--- src/rtl/alu_pkg.sv ---
// Shared ALU opcodes, mul/div op codes and sequencer state encoding.
package alu_pkg;

    localparam logic [3:0] ALU_ADD  = 4'b0000;
    localparam logic [3:0] ALU_SUB  = 4'b0001;
    localparam logic [3:0] ALU_AND  = 4'b0010;
    localparam logic [3:0] ALU_OR   = 4'b0011;
    localparam logic [3:0] ALU_XOR  = 4'b0100;
    localparam logic [3:0] ALU_SLL  = 4'b0101;
    localparam logic [3:0] ALU_SRL  = 4'b0110;
    localparam logic [3:0] ALU_SRA  = 4'b0111;
    localparam logic [3:0] ALU_SLT  = 4'b1001;
    localparam logic [3:0] ALU_SLTU = 4'b1010;

    localparam logic [1:0] MD_MUL   = 2'b00;
    localparam logic [1:0] MD_MULHU = 2'b01;
    localparam logic [1:0] MD_DIVU  = 2'b10;
    localparam logic [1:0] MD_REMU  = 2'b11;

    localparam logic [1:0] ST_IDLE  = 2'd0;
    localparam logic [1:0] ST_RUN   = 2'd1;
    localparam logic [1:0] ST_DONE  = 2'd2;

endpackage

--- src/rtl/alu_muldiv_seq_step.sv ---
// One iteration of shift-add multiply or restoring divide, using the shared ALU result.
module muldiv_step
    import alu_pkg::*;
#(
    parameter int XLEN = 32
) (
    input  logic            is_div,
    input  logic [XLEN-1:0] hi,
    input  logic [XLEN-1:0] lo,
    input  logic [XLEN-1:0] mc,
    input  logic [XLEN-1:0] alu_out,
    output logic [XLEN-1:0] alu_a,
    output logic [XLEN-1:0] alu_b,
    output logic [3:0]      alu_sel,
    output logic [XLEN-1:0] hi_nxt,
    output logic [XLEN-1:0] lo_nxt
);

    logic [XLEN:0] s;
    logic          carry;
    logic          ge;

    always_comb begin
        s     = {hi, lo[XLEN-1]};
        carry = 1'b0;
        ge    = 1'b0;
        if (is_div) begin
            // hi holds the partial remainder, lo shifts dividend bits out and quotient bits in
            alu_a   = s[XLEN-1:0];
            alu_b   = mc;
            alu_sel = ALU_SUB;
            ge      = s[XLEN] | !(s[XLEN-1:0] < mc);
            hi_nxt  = ge ? alu_out : s[XLEN-1:0];
            lo_nxt  = {lo[XLEN-2:0], ge};
        end else begin
            alu_a   = hi;
            alu_b   = lo[0] ? mc : '0;
            alu_sel = ALU_ADD;
            carry   = (alu_out < hi);
            hi_nxt  = {carry, alu_out[XLEN-1:1]};
            lo_nxt  = {alu_out[0], lo[XLEN-1:1]};
        end
    end

endmodule

--- src/rtl/alu_muldiv_seq.sv ---
// Multi-cycle MUL/MULHU/DIVU/REMU sequencer that borrows the shared EX-stage ALU.
module alu_muldiv_seq
    import alu_pkg::*;
#(
    parameter int XLEN  = 32,
    parameter int CNT_W = 5
) (
    input  logic            clk,
    input  logic            rst,
    input  logic            req_valid,
    output logic            req_ready,
    input  logic [1:0]      req_op,
    input  logic [XLEN-1:0] req_a,
    input  logic [XLEN-1:0] req_b,
    output logic            rsp_valid,
    input  logic            rsp_ready,
    output logic [XLEN-1:0] rsp_data,
    output logic            alu_own,
    output logic [XLEN-1:0] alu_a,
    output logic [XLEN-1:0] alu_b,
    output logic [3:0]      alu_sel,
    input  logic [XLEN-1:0] alu_out
);

    logic [1:0]      state;
    logic [CNT_W-1:0] cnt;
    logic [1:0]      op;
    logic [XLEN-1:0] r_hi, r_lo, r_mc;
    logic [XLEN-1:0] hi_nxt, lo_nxt, step_a, step_b;
    logic [3:0]      step_sel;

    assign req_ready = (state == ST_IDLE) && !rst;
    assign alu_own   = (state == ST_RUN);
    assign alu_a     = alu_own ? step_a   : '0;
    assign alu_b     = alu_own ? step_b   : '0;
    assign alu_sel   = alu_own ? step_sel : ALU_ADD;

    muldiv_step #(.XLEN(XLEN)) u_step (
        .is_div  (op[1]),
        .hi      (r_hi),
        .lo      (r_lo),
        .mc      (r_mc),
        .alu_out (alu_out),
        .alu_a   (step_a),
        .alu_b   (step_b),
        .alu_sel (step_sel),
        .hi_nxt  (hi_nxt),
        .lo_nxt  (lo_nxt)
    );

    always_ff @(posedge clk) begin
        if (rst) begin
            state     <= ST_IDLE;
            rsp_valid <= 1'b0;
            rsp_data  <= '0;
            cnt       <= '0;
            op        <= MD_MUL;
            r_hi      <= '0;
            r_lo      <= '0;
            r_mc      <= '0;
        end else begin
            case (state)
                ST_IDLE: begin
                    if (req_valid) begin
                        op   <= req_op;
                        cnt  <= '0;
                        r_hi <= '0;
                        // divide by zero short-circuits with the RISC-V defined results
                        if (req_op[1] && req_b == '0) begin
                            state     <= ST_DONE;
                            rsp_valid <= 1'b1;
                            rsp_data  <= (req_op == MD_DIVU) ? '1 : req_a;
                        end else begin
                            state <= ST_RUN;
                            r_lo  <= req_op[1] ? req_a : req_b;
                            r_mc  <= req_op[1] ? req_b : req_a;
                        end
                    end
                end
                ST_RUN: begin
                    r_hi <= hi_nxt;
                    r_lo <= lo_nxt;
                    cnt  <= cnt + 1'b1;
                    if (cnt == '1) begin
                        state     <= ST_DONE;
                        rsp_valid <= 1'b1;
                        rsp_data  <= (op == MD_MUL || op == MD_DIVU) ? lo_nxt : hi_nxt;
                    end
                end
                ST_DONE: begin
                    if (rsp_ready) begin
                        state     <= ST_IDLE;
                        rsp_valid <= 1'b0;
                    end
                end
                default: state <= ST_IDLE;
            endcase
        end
    end

endmodule
--- config.mk ---
export PLATFORM = sky130hd
export DESIGN_NAME = alu_muldiv_seq
export DESIGN_NICKNAME = d
export VERILOG_FILES = /design/src/rtl/alu_pkg.sv /design/src/rtl/alu_muldiv_seq_step.sv /design/src/rtl/alu_muldiv_seq.sv
export SDC_FILE = /design/constraint.sdc
export NUM_CORES = 1
export LEC_CHECK = 0
export ABC_CLOCK_PERIOD_IN_PS = 4400
export CAP_MARGIN = 40
export CORE_AREA = 4 4 142 144
export CTS_BUF_LIST = sky130_fd_sc_hd__clkbuf_2
export DETAILED_ROUTE_END_ITERATION = 8
export DIE_AREA = 0 0 146 148
export DONT_BUFFER_PORTS = 1
export PLACE_DENSITY_LB_ADDON = 0.2
export SLEW_MARGIN = 20
export SYNTH_ARGS = -nofsm -noshare
export SYNTH_HDL_FRONTEND = slang
export SYNTH_SLANG_ARGS = --single-unit
--- constraint.sdc ---
create_clock -name clk -period 4.4 [get_ports clk]
set_clock_uncertainty 0.15 [all_clocks]
set_input_delay 1.32 -clock clk [delete_from_list [all_inputs] [get_ports clk]]
set_output_delay 1.32 -clock clk [all_outputs]
set_load 0.01 [all_outputs]
==> out/results.txt, run 1 <==
CP Class - reg2out
number of enable flip-flop cells - 0
library cells used by synthesis - 54
Worst-Margin Slew - 0.8376 ns
H-tree levels - 4
vias in the first global route - 9099
core area - 18710 um2
hpwl dp - 24.31 mm
clock buffer depth - 2
area leader, netlist - dfxtp_1
power share of the sequential group - 46.4%
Worst VDD drop - 0.1791 mV
internal power - 1912 uW
Area growth syn-to-layout - 3.454%
CTS tree - built
count of tool warnings - 30
Net count, final - 1462
period utilization - 91.92%
Die X-Extent - 146 um
GPL Wtd Cong - 0.8917
# rows - 50
Die Ht - 148 um
Commonest cells post-synth - nor2_1 (315), dfxtp_1 (138), mux2i_1 (104), a211oi_1 (96), clkbuf_1 (86)
Final ANT Viol Nets - 0
Tmin final - 4.045 ns
status - finished clean
Max Cap Violations - 0
power density cells - 286.8 nW/um2
chip area - 21610 um2
global route overflow - 0
Combinational Power Share - 27.0%
post-synthesis cell area - 10220 um2
Fin. Hold Viols - 0
Sw Ratio - 36.91%
top-level I/O count - 205
slew margin rel. - 44.16%
antenna violations before repair - 1
CTS Buf Count - 17
share of layout cells above drive strength 1 - 7.716%
Iteration-0 DRC Markers - 1247
clk root buf - clkbuf_2
WHS - 0.3648 ns
Pre-Place Util - 54.62%
clock power share - 26.6%
Worst Path Required - 2.93 ns
Cell area leaders - dfxtp_1 (27%), nor2_1 (12%), mux2i_1 (10%), ha_1 (7.8%), a211oi_1 (7.1%)
post-synth area from yosys stat - 10220 um2
IO Port Bufs - 0
Max Slew Vio Count - 0
cell count after synthesis - 1367
Place WS - 0.5793 ns
most used flip-flop cell - dfxtp_1
Skew-Pair Late Insertion Delay - 0.75 ns
Fill cells - 1824
TritonRoute pass-1 iters - 5
Synth Warn # - 0
WL per Instance - 21.69 um
first-pass GRT wire length - 52.51 mm
most frequent cell after synthesis - nor2_1
WP data arrival - 2.57 ns
final setup TNS - 0 ns
Hold WC Path Type - reg2reg
Worst setup SP type - register
post-route setup slack - 0.3554 ns
# DRC - 0
Dominant cell area share - 27.04%
Leakage Power - 0.003850 uW
Peak Freq - 247.2 MHz
yosys cell count - 1367
post-CTS sizing - 0
Final Setup Violations - 0
Worst-path clk slew - 0.23 ns
Sw Pwr - 1119 uW
CP endpoint kind - output pin
FFs w/ async S/R, synth - 0%
via/cell ratio - 6.337
# hold bufs at CTS - 0
Post-CTS Setup Inserts - 0
Synth flops - 138
Synth Seq Share - 27.04%
Max Fanout on Critical Path - 48
Syn Area/Cell - 7.473 um2
RSZ-0062 raised after global routing - no
largest net degree at the start of global routing - 166
## run 1: cells by family (layout without fill, tap and decap cells)
| family | Yosys count | in the layout | synth area share, % |
|---|---|---|---|
| simple gates | 557 | 557 | 24.26 |
| compound gates | 299 | 299 | 20.92 |
| mux | 128 | 128 | 12.84 |
| fa+ha+maj | 64 | 64 | 7.838 |
| other cells | 1 | 4 | 0.03671 |
| flops | 138 | 138 | 27.04 |
| buf+inv | 180 | 120 | 7.067 |
## run 1: metal layers
metal	track usage [%]	part of all wire, %	routed length, um	up-vias
met5	0	0	0	-
met4	7.714	1.8	609	0
met3	8.124	11	3623	43
met2	43.59	42	14200	462
met1	44.46	45	15050	4538
li1	-	-	-	4741
## run 1: stage by stage
step,total power (uW),cells,cell area (um2),utilization [%]
CTS,3014,1543,10570,56.49
detailed placement,2232,1511,10330,55.22
finish,3031,1544,10570,56.50
global placement,2203,1509,10280,54.97
global route,3179,1544,10570,56.50
floorplan,2037,1369,10220,-
## run 1: area by class of cell
type,instances,area (um2),share of cell area (%)
Inverter,65,244.0,2.309
Multi-Input combinational cell,1051,6784,64.19
Antenna cell,1,2.502,0.02368
Clock inverter,13,141.4,1.338
Clock buffer,19,95.09,0.8997
Sequential cell,138,2766,26.17
Tap cell,234,292.8,2.770
Timing Repair Buffer,23,242.7,2.297
## run 1: critical path: stages (launching register included)
cell      delay, ns
dfxtp_1        0.35
buf_4          0.18
nand2b_4       0.46
buf_12         0.34
nor3_1         0.46
## run 1: power by group through the flow
stage | sequential, uW | combinational, uW | clock, uW
after CTS | 1400 | 809 | 804
after global routing | 1410 | 907 | 859
final | 1410 | 819 | 805
after floorplan | 1390 | 645 | 0
after detailed placement | 1430 | 805 | 0
after global placement | 1430 | 778 | 0
## run 1: sequential cells by signal, indices dropped and copies added (netlist names)
name and flops:
r_lo 32, cnt 5, rsp_valid 1, op 2, r_hi 32, rsp_data 32
state 2, r_mc 32
## run 1: path summary, 6_finish.rpt
path	start	to	slack, ns	depth (start not counted)
worst max-delay path	state[1]	alu_b[22]	0.36	4
worst min-delay path	r_mc[10]	r_mc[10]	0.36	2
worst max register to register	r_mc[31]	rsp_data[0]	0.96	9
worst min register to register	r_mc[10]	r_mc[10]	0.36	2
## run 1: cells in the final DEF (no fill, tap or decap), types with 10 or more instances in the layout
master,instances
clkbuf_2,19
nor3_1,34
nor2_1,314
inv_1,65
a21o_1,13
o211ai_1,27
buf_4,18
nand4_1,40
a32oi_1,30
ha_1,64
dfxtp_1,137
o21ai_1,30
mux2i_1,104
mux2_2,24
a21oi_1,52
nand2_1,66
nand3_1,35
nor2b_1,32
a211oi_1,96
o21ai_0,10
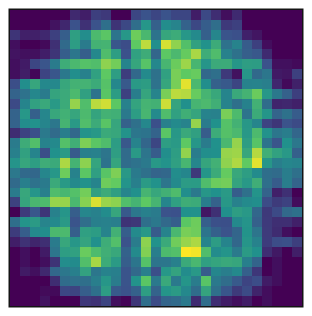
(run_1/route_heat.png)
Scale: 2 px per um. The die is cut into 29 by 30 equal tiles; dark purple is low, yellow is high, scaled to the fullest tile. Values are wire area over tile area, all layers added.
fullest tile = 0.63
nearly empty tiles = 8.6%
tiles over half the peak = 39%
mean over tiles = 0.26
via count: 9784
final WL: 33.48 mm
Tot GR Track Use: 30.18%

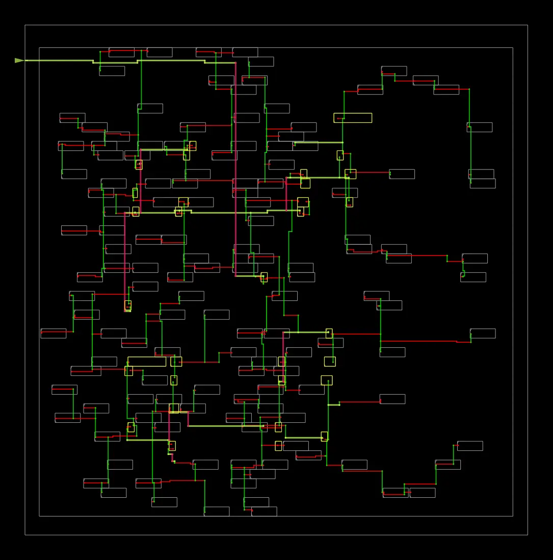
(run_1/clock_nets.png)
Sink Count: 138
FF+latch count: 138

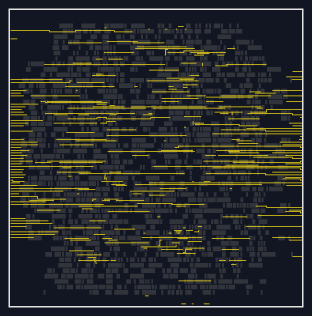
(run_1/m3.png)
Scale: 2 px per um.
main direction = horizontal
longest straight run = 76.1 um
routing usage on met3: 8.124%

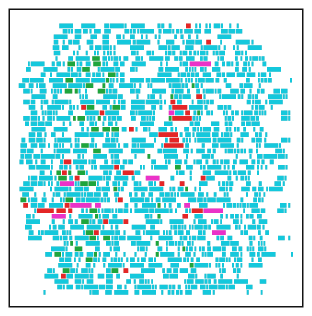
(run_1/sizing.png)
Scale: 2 px per um.
x3 and x4 -> red  # cells 34, share 2.6%
x6 and larger -> magenta  # cells 10, share 0.76%
x1 and smaller -> cyan  # cells 1208, share 92%
x2 -> green  # cells 57, share 4.4%

==> run 1 -> run 2 <==
--- a/config.mk
+++ b/config.mk
@@ -7,10 +7,10 @@
 export LEC_CHECK = 0
 export ABC_CLOCK_PERIOD_IN_PS = 4400
 export CAP_MARGIN = 40
-export CORE_AREA = 4 4 142 144
+export CORE_AREA = 5 5 143 145
 export CTS_BUF_LIST = sky130_fd_sc_hd__clkbuf_2
 export DETAILED_ROUTE_END_ITERATION = 8
-export DIE_AREA = 0 0 146 148
+export DIE_AREA = 0 0 148 150
 export DONT_BUFFER_PORTS = 1
 export PLACE_DENSITY_LB_ADDON = 0.2
 export SLEW_MARGIN = 20
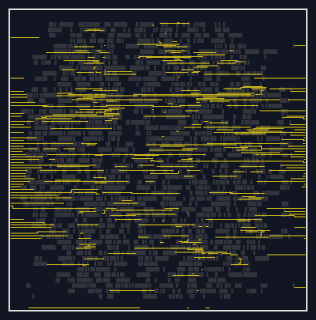
(run_2/m3.png)
Scale: 2 px per um.
longest straight run = 79.1 um
share of all routed wire = 11%
wire length on this layer = 3740 um

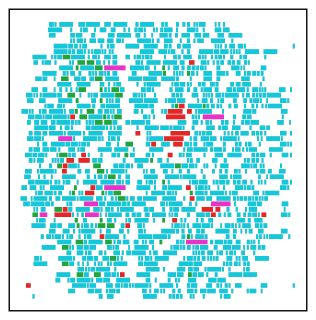
(run_2/sizing.png)
Scale: 2 px per um.
x6 and larger -> magenta  # cells 9, share 0.69%
x1 and smaller -> cyan  # cells 1207, share 92%
x2 -> green  # cells 60, share 4.6%
x3 and x4 -> red  # cells 32, share 2.4%
Area growth syn-to-layout: 3.723%
bufs w/o clock: 23

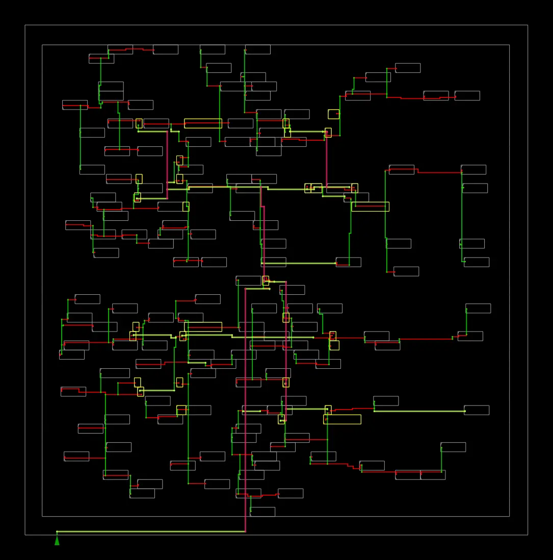
(run_2/clock_nets.png)
clkbuf count: 18
Clk power: 871 uW
CTS Buf Count: 17
Skew-Pair Late Insertion Delay: 0.74 ns

==> run 2 against run 1 <==
Effect of this change: combinational power about the same; core utilization decreased by 0.96 points; final cell count grew 0.19%; power up 2.1%; sequential cell count unchanged; clock power up 8.2%; synthesized cell count stayed put; maximum frequency is 1.6% lower; sequential power barely moved; via count rose by 1.7%; global-route usage shrank 0.84 points; wire length rose by 0.45%.
==> out/results.txt, run 2 <==
GPL Wtd Cong - 0.8897 (-0.22%)
Iteration-0 DRC Markers - 1352 (+8.4%)
final cell count without fillers - 1547 (+0.19%)
post-synthesis cell area - 10220 um2 (unchanged)
post-CTS sizing - 0 (unchanged)
area fraction in xor and xnor cells - 0% (unchanged)
core area - 19080 um2 (+2.0%)
final WL - 33.63 mm (+0.45%)
IO Port Bufs - 0 (unchanged)
Fin. Hold Viols - 0 (unchanged)
global route overflow - 0 (unchanged)
Final ANT Viol Nets - 0 (unchanged)
Cell area leaders - dfxtp_1 (27%), nor2_1 (12%), mux2i_1 (10%), ha_1 (7.8%), a211oi_1 (7.1%)
largest net degree at the start of global routing - 166 (unchanged)
Die X-Extent - 148 um (+1.4%)
Commonest cells post-synth - nor2_1 (315), dfxtp_1 (138), mux2i_1 (104), a211oi_1 (96), clkbuf_1 (86)
Die Ht - 150 um (+1.4%)
Place WS - 0.4810 ns (-0.09831 ns)
Comb area - 6784 um2 (unchanged)
Synth flops - 138 (unchanged)
TritonRoute pass-1 iters - 6 (+1)
hpwl dp - 24.36 mm (+0.23%)
R2R depth - 9 (unchanged)
post-synth area from yosys stat - 10220 um2 (unchanged)
Mux area share - 12.84% (unchanged)
Pre-Place Util - 53.54% (-1.1 points)
Hold WC Path Type - reg2reg
CP endpoint kind - output pin
number of enable flip-flop cells - 0 (unchanged)
final setup TNS - 0 ns (unchanged)
# DRC - 0 (unchanged)
Peak Freq - 243.2 MHz (-1.6%)
Max Slew Vio Count - 0 (unchanged)
vias in the first global route - 8856 (-2.7%)
Syn Area/Cell - 7.473 um2 (unchanged)
Max Fanout on Critical Path - 31 (-35%)
library cells used by synthesis - 54 (unchanged)
Fill cells - 1842 (+0.99%)
Adder Area Share - 7.838% (unchanged)
Synth Warn # - 0 (unchanged)
Sink Count - 138 (unchanged)
top-level I/O count - 205 (unchanged)
FF-to-FF End - r_lo[0]
via/cell ratio - 6.432 (+1.5%)
period utilization - 93.46% (+1.5 points)
via count - 9950 (+1.7%)
Worst setup SP type - register
Reg2Reg Setup Slack - 1.09 ns (+0.13 ns)
H-tree levels - 4 (unchanged)
Top cell excl fill/tap - nor2_1
Flop area - 2766 um2 (unchanged)
Critical R2R Launch - r_mc[15]
share of layout cells above drive strength 1 - 7.722% (about the same)
Worst VDD drop - 0.1386 mV (-23%)
post-route setup slack - 0.2879 ns (-0.06758 ns)
Post-CTS Setup Inserts - 0 (unchanged)
FFs w/ async S/R, synth - 0% (unchanged)
ao+oa area frac - 20.92% (unchanged)
WL per Instance - 21.74 um (+0.25%)
Worst Setup EP - alu_b[0]
area leader, netlist - dfxtp_1
Worst Path Required - 2.93 ns (about the same)
# rows - 51 (+2.0%)
first-pass GRT wire length - 51.79 mm (-1.4%)
cell count after synthesis - 1367 (unchanged)
most frequent cell after synthesis - nor2_1
count of tool warnings - 30 (unchanged)
status - finished clean
Worst-Margin Slew - 0.8177 ns (-0.01995 ns)
==> run 2: cell counts after synthesis <==
Identical to the previous run, type by type.
==> run 2: power by group <==
| part | switching (uW) | leakage (uW) | internal, uW |
|---|---|---|---|
| Combinational | 500 | 0.00258 | 320 |
| Clock | 502 | 0.000159 | 369 |
| Sequential | 78.4 | 0.00113 | 1320 |
==> run 2: final cells by class <==
cell class              count  area share, %
multi-input cells        1051          64.02
flip-flops and latches    138          26.11
well taps                 238          2.810
inverters                  65          2.303
repair buffers             23          2.208
clock inverters            13          1.677
clock buffers              18         0.8502
diodes                      1        0.02362
==> run 2: worst max-delay path, cell delays in order, from the launching register on <==
cell	delay, ns
dfxtp_1	0.50
nand2b_4	0.40
buf_4	0.32
nor3b_1	0.69
==> run 2: cells by family (layout without fill, tap and decap cells) <==
family          after synthesis  in the layout
simple gates                557            557
compound gates              299            299
buf+inv                     180            119
flops                       138            138
mux                         128            128
fa+ha+maj                    64             64
other cells                   1              4
==> run 2: per-stage QoR <==
step                      total power [uW]  hold slack, ns  cell area, um2  utilization, %
after detailed placement              2230          0.3385           10330           54.12
after floorplan                       2037          0.3160           10220               -
after CTS                             3089          0.3598           10590           55.53
after global placement                2200          0.3270           10270           53.81
final                                 3094          0.3623           10600           55.54
after global routing                  3249          0.3814           10600           55.54
==> run 2: worst min-delay path by stage <==
stage	start	end	slack (ns)	cells past startpoint
finish	r_mc[21]	r_mc[21]	0.36	2
global placement	cnt[2]	cnt[2]	0.33	2
CTS	r_mc[8]	r_mc[8]	0.36	2
detailed placement	r_mc[8]	r_mc[8]	0.34	2
global route	r_mc[8]	r_mc[8]	0.38	2
floorplan	cnt[2]	cnt[2]	0.32	2
==> run 2: routing by layer <==
metal  up-vias  track usage (%)  wire, um
li1       4742                -         -
met1      4647            42.93     14900
met2       516            42.29     14330
met3        45            8.722      3735
met4         0            6.882       667
met5         -                0         0
==> run 2 -> run 3 <==
--- a/config.mk
+++ b/config.mk
@@ -12,6 +12,7 @@
 export DETAILED_ROUTE_END_ITERATION = 8
 export DIE_AREA = 0 0 148 150
 export DONT_BUFFER_PORTS = 1
+export MAX_ROUTING_LAYER = met4
 export PLACE_DENSITY_LB_ADDON = 0.2
 export SLEW_MARGIN = 20
 export SYNTH_ARGS = -nofsm -noshare
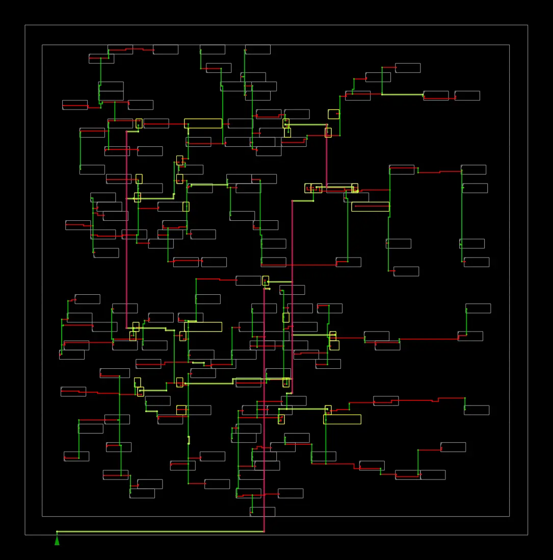
(run_3/clock_nets.png)
Skew-Pair Late Insertion Delay: 0.75 ns
Clk power: 876 uW

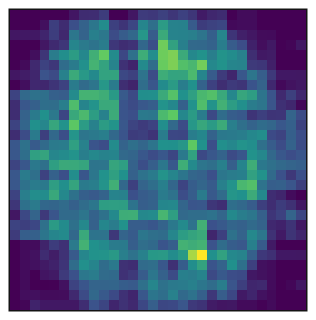
(run_3/route_heat.png)
Scale: 2 px per um. The die is cut into 30 by 30 equal tiles; dark purple is low, yellow is high, scaled to the fullest tile. Values are wire area over tile area, all layers added.
tiles over half the peak = 15%
fullest tile = 0.83
nearly empty tiles = 7.9%

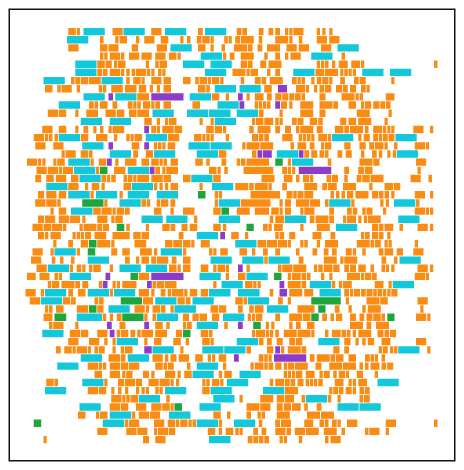
(run_3/class_map.png)
Scale: 3 px per um.
sequential cells -> cyan  # cells 138, share of their area 27%
remaining logic cells -> orange  # cells 1116, share of their area 68%
remaining buffers and delay cells -> green  # cells 23, share of their area 2.3%
clock drivers and dummy loads -> purple  # cells 31, share of their area 2.6%

==> run 3 against run 2 <==
Effect of this change: largest power group unchanged; combinational power hardly changed; clock power rose by 0.6%; critical endpoint unchanged; clock-buffer cell count unchanged; non-clock buffer count did not move; final cell count unchanged; first-iteration DRC count shrank 0.96%; maximum frequency fell by 0.25%; wire length up 0.44%; die size did not move; via count decreased by 0.20%; sequential cell count unchanged; power increased by 0.26%.
==> out/results.txt, run 3 <==
Max Cap Violations - 0
status - finished clean
Final Setup Violations - 0
clk root buf - clkbuf_2
Pre-Place Util - 53.54% (unchanged)
M1 GR Usage - 43.34% (+0.41 points)
FFs w/ async S/R, synth - 0% (unchanged)
period utilization - 93.70% (+0.24 points)
R2R depth - 9 (unchanged)
# hold bufs at CTS - 0
cell count after synthesis - 1367 (unchanged)
Dominant cell area share - 27.04%
Peak Freq - 242.6 MHz (-0.25%)
core area - 19080 um2 (unchanged)
Hold WC Path Type - reg2reg
Worst setup SP type - register
WP data arrival - 2.65 ns
Leakage Power - 0.003868 uW
H-tree levels - 4 (unchanged)
RSZ-0062 raised after global routing - no
Synth Warn # - 0 (unchanged)
CP startpoint - state[1]
Worst-Margin Slew - 0.8737 ns (+0.05598 ns)
busiest metal layer after global routing - met1
Tmin final - 4.123 ns
final core utilization - 55.54% (unchanged)
Iteration-0 DRC Markers - 1339 (-0.96%)
chip area - 22200 um2
library cells used by synthesis - 54 (unchanged)
Worst-path clk slew - 0.21 ns
Cells after DPL - 1515
Commonest cells post-synth - nor2_1 (315), dfxtp_1 (138), mux2i_1 (104), a211oi_1 (96), clkbuf_1 (86)
WL per Instance - 21.84 um (+0.44%)
first-pass GRT wire length - 51.84 mm (about the same)
Post-CTS Setup Inserts - 0 (unchanged)
post-CTS sizing - 0 (unchanged)
number of enable flip-flop cells - 0 (unchanged)
TritonRoute pass-1 iters - 6 (unchanged)
Die X-Extent - 148 um (unchanged)
Area growth syn-to-layout - 3.723% (unchanged)
FF-to-FF End - r_hi[31]
power density cells - 292.8 nW/um2
clock buffer depth - 2
hpwl dp - 24.36 mm (unchanged)
# rows - 51 (unchanged)
Final ANT Viol Nets - 0 (unchanged)
CTS tree - built
Reg2Reg Setup Slack - 1.12 ns (+0.03 ns)
Synth Seq Share - 27.04%
Die Ht - 150 um (unchanged)
final WL - 33.78 mm (+0.44%)
Max Slew Vio Count - 0 (unchanged)
Net count, final - 1462
most used flip-flop cell - dfxtp_1
final cell count without fillers - 1547 (unchanged)
antenna violations before repair - 1
Tot GR Track Use - 30.25%
Critical R2R Launch - r_mc[15]
Syn Area/Cell - 7.473 um2 (unchanged)
most frequent cell after synthesis - nor2_1
GPL Wtd Cong - 0.9065 (+1.9%)
post-synth area from yosys stat - 10220 um2 (unchanged)
Worst Setup EP - alu_b[0]
Max Fanout on Critical Path - 31 (unchanged)
via count - 9930 (-0.20%)
total power - 3102 uW (+0.26%)
Worst VDD drop - 0.1401 mV (+1.0%)
yosys cell count - 1367
slew margin rel. - 41.75%
count of tool warnings - 30 (unchanged)
M2 GR Usage - 42.52% (+0.23 points)
area leader, netlist - dfxtp_1
Fin. Hold Viols - 0 (unchanged)
Sink Count - 138 (unchanged)
routing usage on met3 - 7.541% (-1.2 points)
Cell area leaders - dfxtp_1 (27%), nor2_1 (12%), mux2i_1 (10%), ha_1 (7.8%), a211oi_1 (7.1%)
Top Layout Cells - nor2_1 (314), dfxtp_1 (137), mux2i_1 (104)
Synth flops - 138 (unchanged)
top-level I/O count - 205 (unchanged)
share of layout cells above drive strength 1 - 7.722% (unchanged)
CP Class - reg2out
# DRC - 0 (unchanged)
final setup TNS - 0 ns (unchanged)
CP endpoint kind - output pin
Top cell excl fill/tap - nor2_1
post-synthesis cell area - 10220 um2 (unchanged)
Worst Path Required - 2.93 ns (about the same)
IO Port Bufs - 0 (unchanged)
largest net degree at the start of global routing - 166 (unchanged)
global route overflow - 0 (unchanged)
CTS Buf Count - 17 (unchanged)
via/cell ratio - 6.419 (-0.20%)
vias in the first global route - 8845 (-0.12%)
==> run 3: final cells by class <==
| type | instances | area, um2 |
|---|---|---|
| clock inverter | 13 | 177.7 |
| inverter | 65 | 244.0 |
| fill | 1842 | 8483 |
| sequential | 138 | 2766 |
| timing repair buffer | 23 | 234.0 |
| clock buffer | 18 | 90.09 |
| multi-input combinational | 1051 | 6784 |
| antenna | 1 | 2.502 |
| tap | 238 | 297.8 |
==> run 3: where the power goes <==
part / total, uW / switching (uW) / internal [uW]
combinational: 823 / 503 / 320
sequential: 1400 / 78.2 / 1320
clock: 876 / 508 / 369
total: 3100 / 1090 / 2010
==> run 3: per-stage QoR <==
stage               cell area [um2]  hold WS [ns]  setup slack, ns
floorplan                     10220        0.3160           0.9676
global placement              10270        0.3270           0.5428
detailed placement            10330        0.3385           0.4810
CTS                           10590        0.3598           0.3554
global route                  10600        0.3821           0.1082
finish                        10600        0.3643           0.2774
==> run 3: worst max-delay path: stages, from the launching register on <==
cell,delay (ns)
dfxtp_1,0.49
nand2b_4,0.39
buf_4,0.32
nor3b_1,0.70
==> run 3: metal layers <==
layer / wire length (um) / share of wire [%]
met5: 0 / 0
met4: 735 / 2.2
met3: 3460 / 10
met2: 14330 / 42
met1: 15260 / 45
==> run 3: how the worst min path moves through the flow <==
stage / from / endpoint / slack [ns] / depth (start not counted)
finish: r_mc[8] / r_mc[8] / 0.36 / 2
global route: r_mc[8] / r_mc[8] / 0.38 / 2
CTS: r_mc[8] / r_mc[8] / 0.36 / 2
detailed placement: r_mc[8] / r_mc[8] / 0.34 / 2
global placement: cnt[2] / cnt[2] / 0.33 / 2
floorplan: cnt[2] / cnt[2] / 0.32 / 2
==> run 3: logic make-up after synthesis <==
kind of cell               after synthesis  synth area share (%)
AOI/OAI and AO/OA                      299                 20.92
muxes                                  128                 12.84
adders and majority gates               64                 7.838
and+or+nand+nor                        557                 24.26
DFF                                    138                 27.04
other                                    1               0.03671
buffers and inverters                  180                 7.067
Power is estimated from default activity; no workload was simulated.
